File: src/rtl/usb_nrzi_rx_decoder.sv
// usb_nrzi_rx_decoder: NRZI decode, bit unstuffing and LSB-first deserialising of the USB RX line; define USB_RX_ERRCNT_EN to add err_count
module usb_nrzi_rx_decoder #(
  parameter int STUFF_LEN = 6,
  parameter int DATA_W    = 8
) (
  input  logic              clk,
  input  logic              n_rst,
  input  logic              d_high,
  input  logic              shift_enable,
  input  logic              eop,
  input  logic              clear,
  output logic              bit_out,
  output logic              bit_valid,
  output logic [DATA_W-1:0] word_out,
  output logic              word_valid,
  output logic              stuff_err,
  output logic              align_err
`ifdef USB_RX_ERRCNT_EN
  ,
  output logic [15:0]       err_count
`endif
);
  localparam int ONES_W = $clog2(STUFF_LEN + 1);
  localparam int CNT_W  = $clog2(DATA_W + 1);
  logic              r_prev;
  logic [ONES_W-1:0] r_ones;
  logic [CNT_W-1:0]  r_bit_cnt;
  logic [DATA_W-1:0] r_shreg;
  logic              w_raw, w_stuff, w_restart, w_shift, w_emit, w_done;
  logic              w_stuff_err, w_align_err;
  logic [DATA_W-1:0] w_shreg_nx;
  assign w_raw       = ~(d_high ^ r_prev);
  assign w_stuff     = r_ones == ONES_W'(STUFF_LEN);
  assign w_restart   = clear | (shift_enable & eop);
  assign w_shift     = shift_enable & ~eop & ~clear;
  assign w_emit      = w_shift & ~w_stuff;
  assign w_done      = w_emit & (r_bit_cnt == CNT_W'(DATA_W - 1));
  assign w_shreg_nx  = {w_raw, r_shreg[DATA_W-1:1]};
  assign w_stuff_err = w_shift & w_stuff & w_raw;
  assign w_align_err = ~clear & shift_enable & eop & (r_bit_cnt != '0);
  always_ff @(posedge clk or negedge n_rst)
    if (!n_rst) begin
      r_prev     <= 1'b1;
      r_ones     <= '0;
      r_bit_cnt  <= '0;
      r_shreg    <= '0;
      bit_out    <= 1'b1;
      bit_valid  <= 1'b0;
      word_out   <= '0;
      word_valid <= 1'b0;
      stuff_err  <= 1'b0;
      align_err  <= 1'b0;
    end else begin
      bit_valid  <= w_emit;
      word_valid <= w_done;
      stuff_err  <= w_stuff_err;
      align_err  <= w_align_err;
      if (w_restart) begin
        r_prev    <= 1'b1;
        r_ones    <= '0;
        r_bit_cnt <= '0;
        r_shreg   <= '0;
      end else if (w_shift) begin
        r_prev <= d_high;
        // a stuffed position always restarts the run, whether or not it was a legal zero
        r_ones <= (w_stuff | ~w_raw) ? '0 : r_ones + ONES_W'(1);
        if (w_emit) begin
          bit_out   <= w_raw;
          r_shreg   <= w_shreg_nx;
          r_bit_cnt <= w_done ? '0 : r_bit_cnt + CNT_W'(1);
        end
        if (w_done) word_out <= w_shreg_nx;
      end
    end
`ifdef USB_RX_ERRCNT_EN
  always_ff @(posedge clk or negedge n_rst)
    if (!n_rst) err_count <= '0;
    else if (clear) err_count <= '0;
    else if ((w_stuff_err | w_align_err) && err_count != 16'hFFFF) err_count <= err_count + 16'd1;
`endif
endmodule

File: config.mk
export PLATFORM = sky130hd
export DESIGN_NAME = usb_nrzi_rx_decoder
export DESIGN_NICKNAME = d
export VERILOG_FILES = /design/src/rtl/usb_nrzi_rx_decoder.sv
export SDC_FILE = /design/constraint.sdc
export NUM_CORES = 1
export LEC_CHECK = 0
export ABC_AREA = 1
export CORE_UTILIZATION = 56
export DETAILED_ROUTE_END_ITERATION = 12
export PLACE_DENSITY_LB_ADDON = 0.15
export SLEW_MARGIN = 0
export SYNTH_ARGS = -nofsm -noshare
export SYNTH_HDL_FRONTEND = slang
export SYNTH_SLANG_ARGS = --single-unit
File: constraint.sdc
create_clock -name clk -period 2.9 [get_ports clk]
set_input_delay 0.58 -clock clk [delete_from_list [all_inputs] [get_ports clk]]
set_output_delay 0.58 -clock clk [all_outputs]
set_load 0.02 [all_outputs]
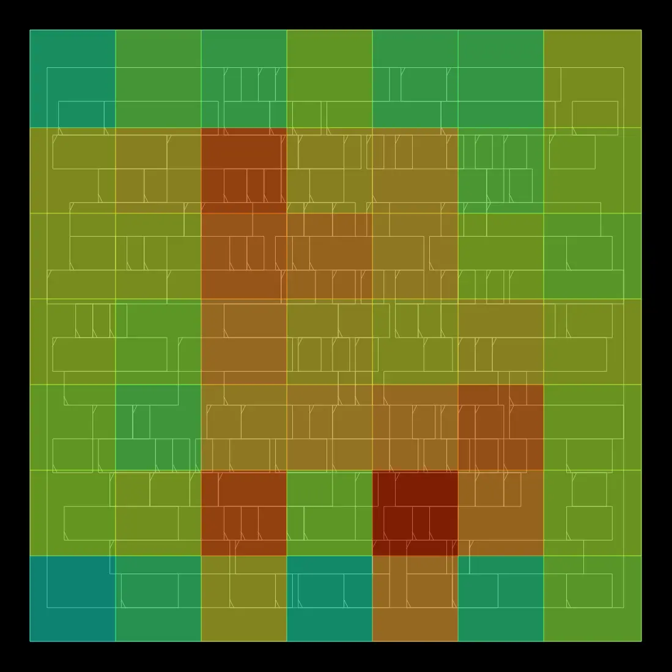
*Congestion heat map*
GRT Overall Usage: 22.2%
busiest grt layer: met2

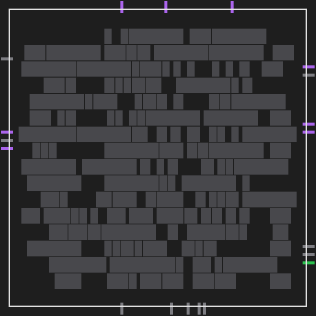
*I/O pins on the die edge*
Scale: 6 px per um. Pins as bars across the die edge, other pins in gray.
- purple: word_out (pins 8; direction output; edge 3 right, 3 top, 2 left)
- green: align_err (pins 1; direction output; edge right)
- all pins by edge: 7 right, 5 bottom, 4 left, 3 top

==> flow_summary_export.csv <==
group,metric,value,unit
layout,insertedDiodeCount,0,
logic_synthesis,synthArstFlopShare,100,%
layout,layout.nonclk_buf_share,12.4,%
layout,flop_area,703,sq um
cts,cts_max_level,1,
hold_path,hp-class,"flop to flop",
power_and_ir_drop,clock_power_share,35.6,%
routing,wl,2270,um
worst_setup_path,timing.rr.end,"word_out[3]",
worst_setup_path,cp_num_buf_inv,1,
timing,fin_setup_tns,0,ns
power_and_ir_drop,combinationalPowerShare,8.1,%
cts,cts_setup_buffers,0,
logic_synthesis,top_area_share,52.0,%
layout,final_cell_area,1510,sq um
worst_setup_path,cp_max_fo,2,
layout,buffers,19,
routing,wl_met2,1170,um
worst_setup_path,critPathLaunch,"bit_out",
timing,finalHoldViolCount,0,
worst_setup_path,crit_slowest_cell,"clkdlybuf4s50_1",
cts,clock-sinks,28,
cts,ctsHoldBuffers,0,
hold_path,hp-start,"bit_out",
logic_synthesis,most_common_cell,"nand2_1",
worst_setup_path,r2r_cells,5,
place,place_hpwl,1720,um
layout,finalNonFillerCells,173,
routing,drtIter0Drc,10,
logic_synthesis,synthCells,125,
logic_synthesis,ys_area,1250,sq um
layout,syn2layout_area_growth,20.6,%
routing,routedWlPerCell,13.1,um
cts,insertion_delay,0.33,ns
global_routing,met3_usage,4.05,%
cts,cts-buffers-inserted,3,
routing,route.met3.wl,103,um
routing,m1WireLength,985,um
logic_synthesis,yosys_cells,125,
worst_setup_path,critPathTopFamily,"buffers and inverters",
layout,fill_cells,153,
run_status,status,"complete, no violations",
worst_setup_path,critical_path.cell_chain,"clkdlybuf4s50_1",
layout,final_nets,157,
power_and_ir_drop,leakagePower,0.728,nW
logic_synthesis,synth.distinct_cells,22,
layout,nClkBuffers,3,
hold_path,min_to,"bit_out",
run,warnings,28,
power_and_ir_drop,ir_worst_vdd,0.000354,V
place,dpl.cell_count,169,
logic_synthesis,synth-xor-area-share,1.40,%
logic_synthesis,ys_seq_share,56.2,%
logic_synthesis,syn_avg_cell_area,10.0,sq um
routing,ant_nets,0,
timing,maxSlewHeadroom,64.8,%
routing,top_layer,"met4",
timing,period_used_share,71.3,%
power_and_ir_drop,p_seq_share,56.3,%
global_routing,grt_pass1_wl,4070,um
power_and_ir_drop,p_seq,0.404,mW
worst_setup_path,max_stage_delay,0.60,ns
logic_synthesis,ff_type,"dfrtp_1",
timing,fin_ws,0.831,ns
layout,mostFrequentLayoutCells,"nand2_1, dfrtp_1, clkdlybuf4s50_1, o21ai_1, inv_1",
run,drv_cap,0,
routing,drtPass1Iterations,4,
floorplanning,ios,19,
layout,dominant_cells,"flip-flops and latches",
routing,drc,0,
logic_synthesis,netlist_area,1250,sq um
logic_synthesis,fp_nets,135,
worst_setup_path,r2r_start,"r_bit_cnt[0]",
hold_path,whs_path_depth,2,
timing,post-route-min-period,2.07,ns
global_routing,gr-total-overflow,0,
layout,logic_area,472,sq um
worst_setup_path,crit_arrival,1.49,ns
logic_synthesis,synth-adder-area-share,4.00,%
layout,seq_cell_count,28,
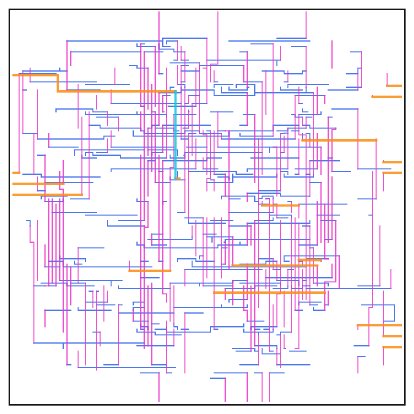
*Signal wires by layer*
Scale: 8 px per um.
- blue: met1 (wire length 985 um)
- magenta: met2 (wire length 1170 um)
- cyan: met4 (wire length 10.9 um)
- orange: met3 (wire length 103 um)

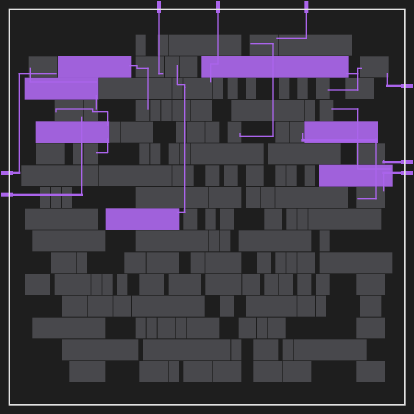
*Nets reached from selected ports*
Scale: 8 px per um.
- purple: word_out (direction output; edge 3 right, 3 top, 2 left; end cells 8; buffers 8; wire 184 um)

